## config.mk

```make
export PLATFORM = sky130hd
export DESIGN_NAME = fdiv_iter
export DESIGN_NICKNAME = d
export VERILOG_FILES = /design/src/rtl/fdiv_iter.sv
export SDC_FILE = /design/constraint.sdc
export NUM_CORES = 1
export LEC_CHECK = 0
export CORE_ASPECT_RATIO = 1.1
export CORE_UTILIZATION = 40
export DETAILED_ROUTE_END_ITERATION = 16
export PLACE_DENSITY = 0.69
export SYNTH_ARGS = -nofsm -noshare
export SYNTH_HDL_FRONTEND = slang
export SYNTH_SLANG_ARGS = --single-unit
```

## constraint.sdc

```tcl
create_clock -name clk -period 11.2 [get_ports clk]
set_input_delay 1.12 -clock clk [delete_from_list [all_inputs] [get_ports clk]]
set_output_delay 1.12 -clock clk [all_outputs]
set_load 0.05 [all_outputs]
```

## src/rtl/fdiv_iter.sv

```systemverilog
`default_nettype none
// ============================================================================
//  Module   : fdiv_iter
//  Purpose  : Iterative single-precision divider y = x1 / x2 using restoring
//             division (one quotient bit per cycle, 26 bits, fixed latency).
//             Denormals read as zero, underflow flushes to zero, x/0 -> Inf.
//  Revision : 1.0  initial release
// ============================================================================
module fdiv_iter (
    input  logic        clk,
    input  logic        rstn,
    input  logic        in_valid,
    output logic        in_ready,
    input  logic [31:0] x1,
    input  logic [31:0] x2,
    output logic        out_valid,
    input  logic        out_ready,
    output logic [31:0] y
);

    typedef enum logic [1:0] {
        ST_IDLE = 2'd0,
        ST_DIV  = 2'd1,
        ST_NORM = 2'd2,
        ST_DONE = 2'd3
    } state_t;

    // Counter value on the edge that performs the 26th quotient iteration.
    localparam logic [4:0] c_LAST_ITER = 5'd25;

    state_t      state_q, state_d;
    logic        s_q, s_d;
    logic [7:0]  e1_q, e1_d;
    logic [7:0]  e2_q, e2_d;
    logic [23:0] mb_q, mb_d;
    logic [24:0] r_q, r_d;
    logic [25:0] q_q, q_d;
    logic        z1_q, z1_d;
    logic        z2_q, z2_d;
    logic [4:0]  cnt_q, cnt_d;
    logic [31:0] y_q, y_d;
    logic        out_valid_q, out_valid_d;

    logic [24:0] w_diff;
    logic [22:0] w_m;
    logic        w_g;
    logic [23:0] w_mr;
    logic [9:0]  w_e;
    logic [31:0] w_y;

    assign in_ready  = (state_q == ST_IDLE);
    assign out_valid = out_valid_q;
    assign y         = y_q;

    // Normalise the raw quotient, round half-up, and apply result priority.
    always_comb begin
        w_e = {2'b00, e1_q} - {2'b00, e2_q} + (q_q[25] ? 10'd127 : 10'd126);
        if (q_q[25]) begin
            w_m = q_q[24:2];
            w_g = q_q[1];
        end else begin
            w_m = q_q[23:1];
            w_g = q_q[0];
        end
        w_mr = {1'b0, w_m} + {23'd0, w_g};
        // A carry out of the mantissa leaves w_mr[22:0] zero; only bump e.
        if (w_mr[23]) begin
            w_e = w_e + 10'd1;
        end
        if (z2_q) begin
            w_y = {s_q, 8'hFF, 23'd0};
        end else if (z1_q) begin
            w_y = {s_q, 31'd0};
        end else if (!w_e[9] && (w_e >= 10'd255)) begin
            w_y = {s_q, 8'hFF, 23'd0};
        end else if (w_e[9] || (w_e == 10'd0)) begin
            w_y = {s_q, 31'd0};
        end else begin
            w_y = {s_q, w_e[7:0], w_mr[22:0]};
        end
    end

    // Next-state and datapath update for the IDLE/DIV/NORM/DONE sequence.
    always_comb begin
        state_d     = state_q;
        s_d         = s_q;
        e1_d        = e1_q;
        e2_d        = e2_q;
        mb_d        = mb_q;
        r_d         = r_q;
        q_d         = q_q;
        z1_d        = z1_q;
        z2_d        = z2_q;
        cnt_d       = cnt_q;
        y_d         = y_q;
        out_valid_d = out_valid_q;
        w_diff      = r_q - {1'b0, mb_q};
        case (state_q)
            ST_IDLE: begin
                if (in_valid) begin
                    s_d     = x1[31] ^ x2[31];
                    e1_d    = x1[30:23];
                    e2_d    = x2[30:23];
                    mb_d    = {1'b1, x2[22:0]};
                    r_d     = {1'b0, 1'b1, x1[22:0]};
                    q_d     = 26'd0;
                    z1_d    = (x1[30:23] == 8'd0);
                    z2_d    = (x2[30:23] == 8'd0);
                    cnt_d   = 5'd0;
                    state_d = ST_DIV;
                end
            end
            ST_DIV: begin
                // r stays below 2*mb, so the shifted value always fits 25 bits.
                if (r_q >= {1'b0, mb_q}) begin
                    q_d = {q_q[24:0], 1'b1};
                    r_d = {w_diff[23:0], 1'b0};
                end else begin
                    q_d = {q_q[24:0], 1'b0};
                    r_d = {r_q[23:0], 1'b0};
                end
                cnt_d = cnt_q + 5'd1;
                if (cnt_q == c_LAST_ITER) begin
                    state_d = ST_NORM;
                end
            end
            ST_NORM: begin
                y_d         = w_y;
                out_valid_d = 1'b1;
                state_d     = ST_DONE;
            end
            default: begin
                if (out_ready) begin
                    out_valid_d = 1'b0;
                    state_d     = ST_IDLE;
                end
            end
        endcase
    end

    // State and datapath registers; asynchronous reset aborts any divide.
    always_ff @(posedge clk or negedge rstn) begin
        if (!rstn) begin
            state_q     <= ST_IDLE;
            s_q         <= 1'b0;
            e1_q        <= 8'd0;
            e2_q        <= 8'd0;
            mb_q        <= 24'd0;
            r_q         <= 25'd0;
            q_q         <= 26'd0;
            z1_q        <= 1'b0;
            z2_q        <= 1'b0;
            cnt_q       <= 5'd0;
            y_q         <= 32'd0;
            out_valid_q <= 1'b0;
        end else begin
            state_q     <= state_d;
            s_q         <= s_d;
            e1_q        <= e1_d;
            e2_q        <= e2_d;
            mb_q        <= mb_d;
            r_q         <= r_d;
            q_q         <= q_d;
            z1_q        <= z1_d;
            z2_q        <= z2_d;
            cnt_q       <= cnt_d;
            y_q         <= y_d;
            out_valid_q <= out_valid_d;
        end
    end

endmodule
`default_nettype wire

```

==> images/ff_map.png <==
Other sequential cells in the stronger gray, the rest of the logic in the fainter gray.
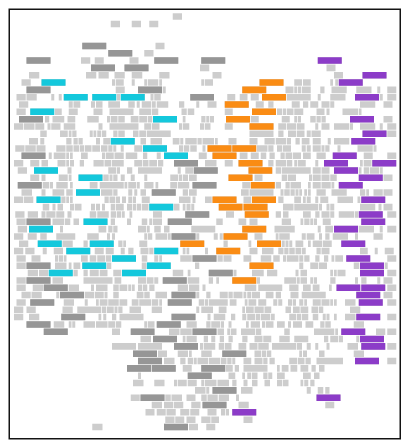
cyan -> r_q  # placed flops 25
purple -> y  # placed flops 32
orange -> q_q  # placed flops 26

==> images/clock_wires.png <==
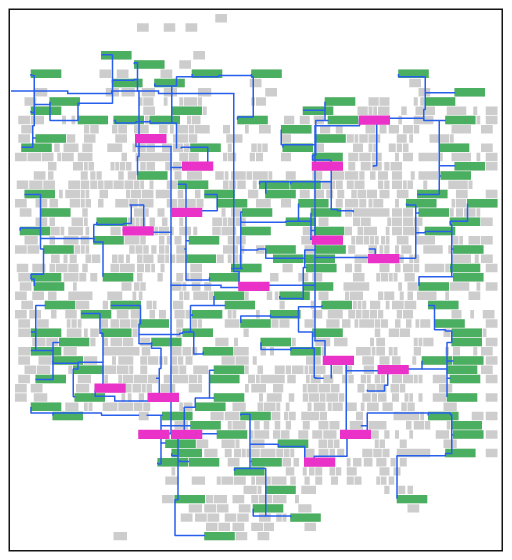
green -> flip-flops  # count 134
magenta -> clock-net drivers  # count 17
blue -> clock wires  # length 1930 um
flops lie = widely spread
routed clock nets = 18

cells in the final DEF, fill, tap and decap left out, types with 6 or more instances in the layout:
master           count
xnor2_1             32
mux2_2              52
and2_1              10
nor3_1              12
o21ai_0             58
xor2_1              34
clkdlybuf4s50_1    100
nand2b_1             8
clkbuf_16           17
nor2b_1              6
nand4_1             18
nor2_1              53
or3_1                6
a22oi_1             17
o221a_2              7
and3_1               9
dfrtp_1            134
nand2_1             60
a21o_1              11
a31oi_1             12
o32ai_2             15
a22o_1              33
ha_1                43
a21oi_1             40
inv_1               81
buf_4                7
nand3_1             26
mux2i_1             25
cell type report:
cell class | instances | area [um2]
well taps | 295 | 369
clock buffers | 17 | 425
inverters | 81 | 304
clock inverters | 15 | 193
multi-input cells | 675 | 5090
flip-flops and latches | 134 | 3350
repair buffers | 108 | 1060
fillers | 2046 | 11200
metal layers:
layer | global-route usage [%] | routed length (um)
met5 | 0 | 0
met4 | 6.51 | 384
met3 | 3.20 | 578
met2 | 32.5 | 10300
met1 | 25.0 | 9520
worst min path at each step:
stage | from | depth (start not counted) | slack (ns) | endpoint
final | mb_q[23] | 2 | 0.44 | mb_q[23]
after global routing | mb_q[23] | 2 | 0.49 | mb_q[23]
after CTS | mb_q[23] | 2 | 0.45 | mb_q[23]
after detailed placement | mb_q[23] | 2 | 0.43 | mb_q[23]
after global placement | mb_q[23] | 2 | 0.43 | mb_q[23]
after floorplan | mb_q[23] | 2 | 0.42 | mb_q[23]
==> ci_impl_report.md <==
## Implementation flow summary

| Metric | Value |
|---|---|
| First-pass GRT wire length | `35300 um` |
| Resized Gates After CTS | `0` |
| Count leader, synth | `dfrtp_1` |
| IO Port Bufs | `101` |
| Slowest cell on the critical path | `o31ai_4` |
| # setup viols final | `0` |
| Hold/Removal Path Class | `register to register` |
| Post-Place Setup Slack | `6.37 ns` |
| Finished Layout Cells | `1325` |
| Initial antenna violation count | `0` |
| Final ANT Viol Nets | `0` |
| Vias per cell | `5.46` |
| Synth top area share | `37.5%` |
| Startpoint types | `register` |
| Period utilization | `43.6%` |
| Setup crit end kind | `register` |
| F_max | `205 MHz` |
| Root Buffer | `clkbuf_16` |
| YS chip area | `8940 um2` |
| Crit path DRT | `11.44 ns` |
| Number of diodes | `0` |
| Drt drc | `0` |
| Crit path capture | `y[10]` |
| CP top delay family | `simple AND/OR/NAND/NOR gates` |
| IO Count | `102` |
| Reg2reg path depth | `13` |
| Vias in the first global route | `7127` |
| Avg Inst Size Synth | `9.55 um2` |
| Xor/xnor share | `6.46%` |
| Crit Path Max Fanout | `23` |
| Layout cells sized above 1 | `12.7%` |
| R2R Setup Slk | `6.32 ns` |
| Worst R2R End | `y[10]` |
| # nets final | `1130` |
| DR iter-0 viols | `387` |
| Via Count | `7240` |
| Slew headroom | `16.9%` |
| Crit path time final | `4.88 ns` |
| Post-synth EDFFs | `0` |
| P&R area growth vs syn | `20.7%` |
| Post-synthesis adder-cell area fraction | `6.46%` |
| Final worst setup slack | `6.32 ns` |
| Post-route cell area | `10800 um2` |
| Mux area share | `9.34%` |
| Mapped Area | `8940 um2` |
| Cts hold-fix bufs | `0` |
| Fp util | `40.6%` |
| CP peak stage delay | `0.99 ns` |
| Chip Height | `159 um` |
| Post-Synthesis Cells | `937` |
| Placed instance count | `1293` |
| GRT Overall Usage | `19.4%` |
| Fin. max-slew vios | `0` |
| Clk sinks | `134` |
| Top_reg_cell synth | `dfrtp_1` |
| YS warnings | `0` |
| CORE AREA | `22000 um2` |
| Mapped Nets | `1050` |
| Total tool warning count | `30` |
| Compound-Gate Fraction of Synth Area | `21.1%` |
| Top cells by count | `dfrtp_1, inv_1, nand2_1` |
| Clk_lat worst skew | `0.43 ns` |
| RSZ-0062 raised after global routing | `no` |
| Inserted Clock Buffers | `17` |
| Status | `completed` |
| Die area | `23000 um2` |
| Pin count of the biggest net entering global routing | `79` |
| Simple-Gate Fraction of Synth Area | `13.4%` |
| HPWL Detailed | `15000 um` |
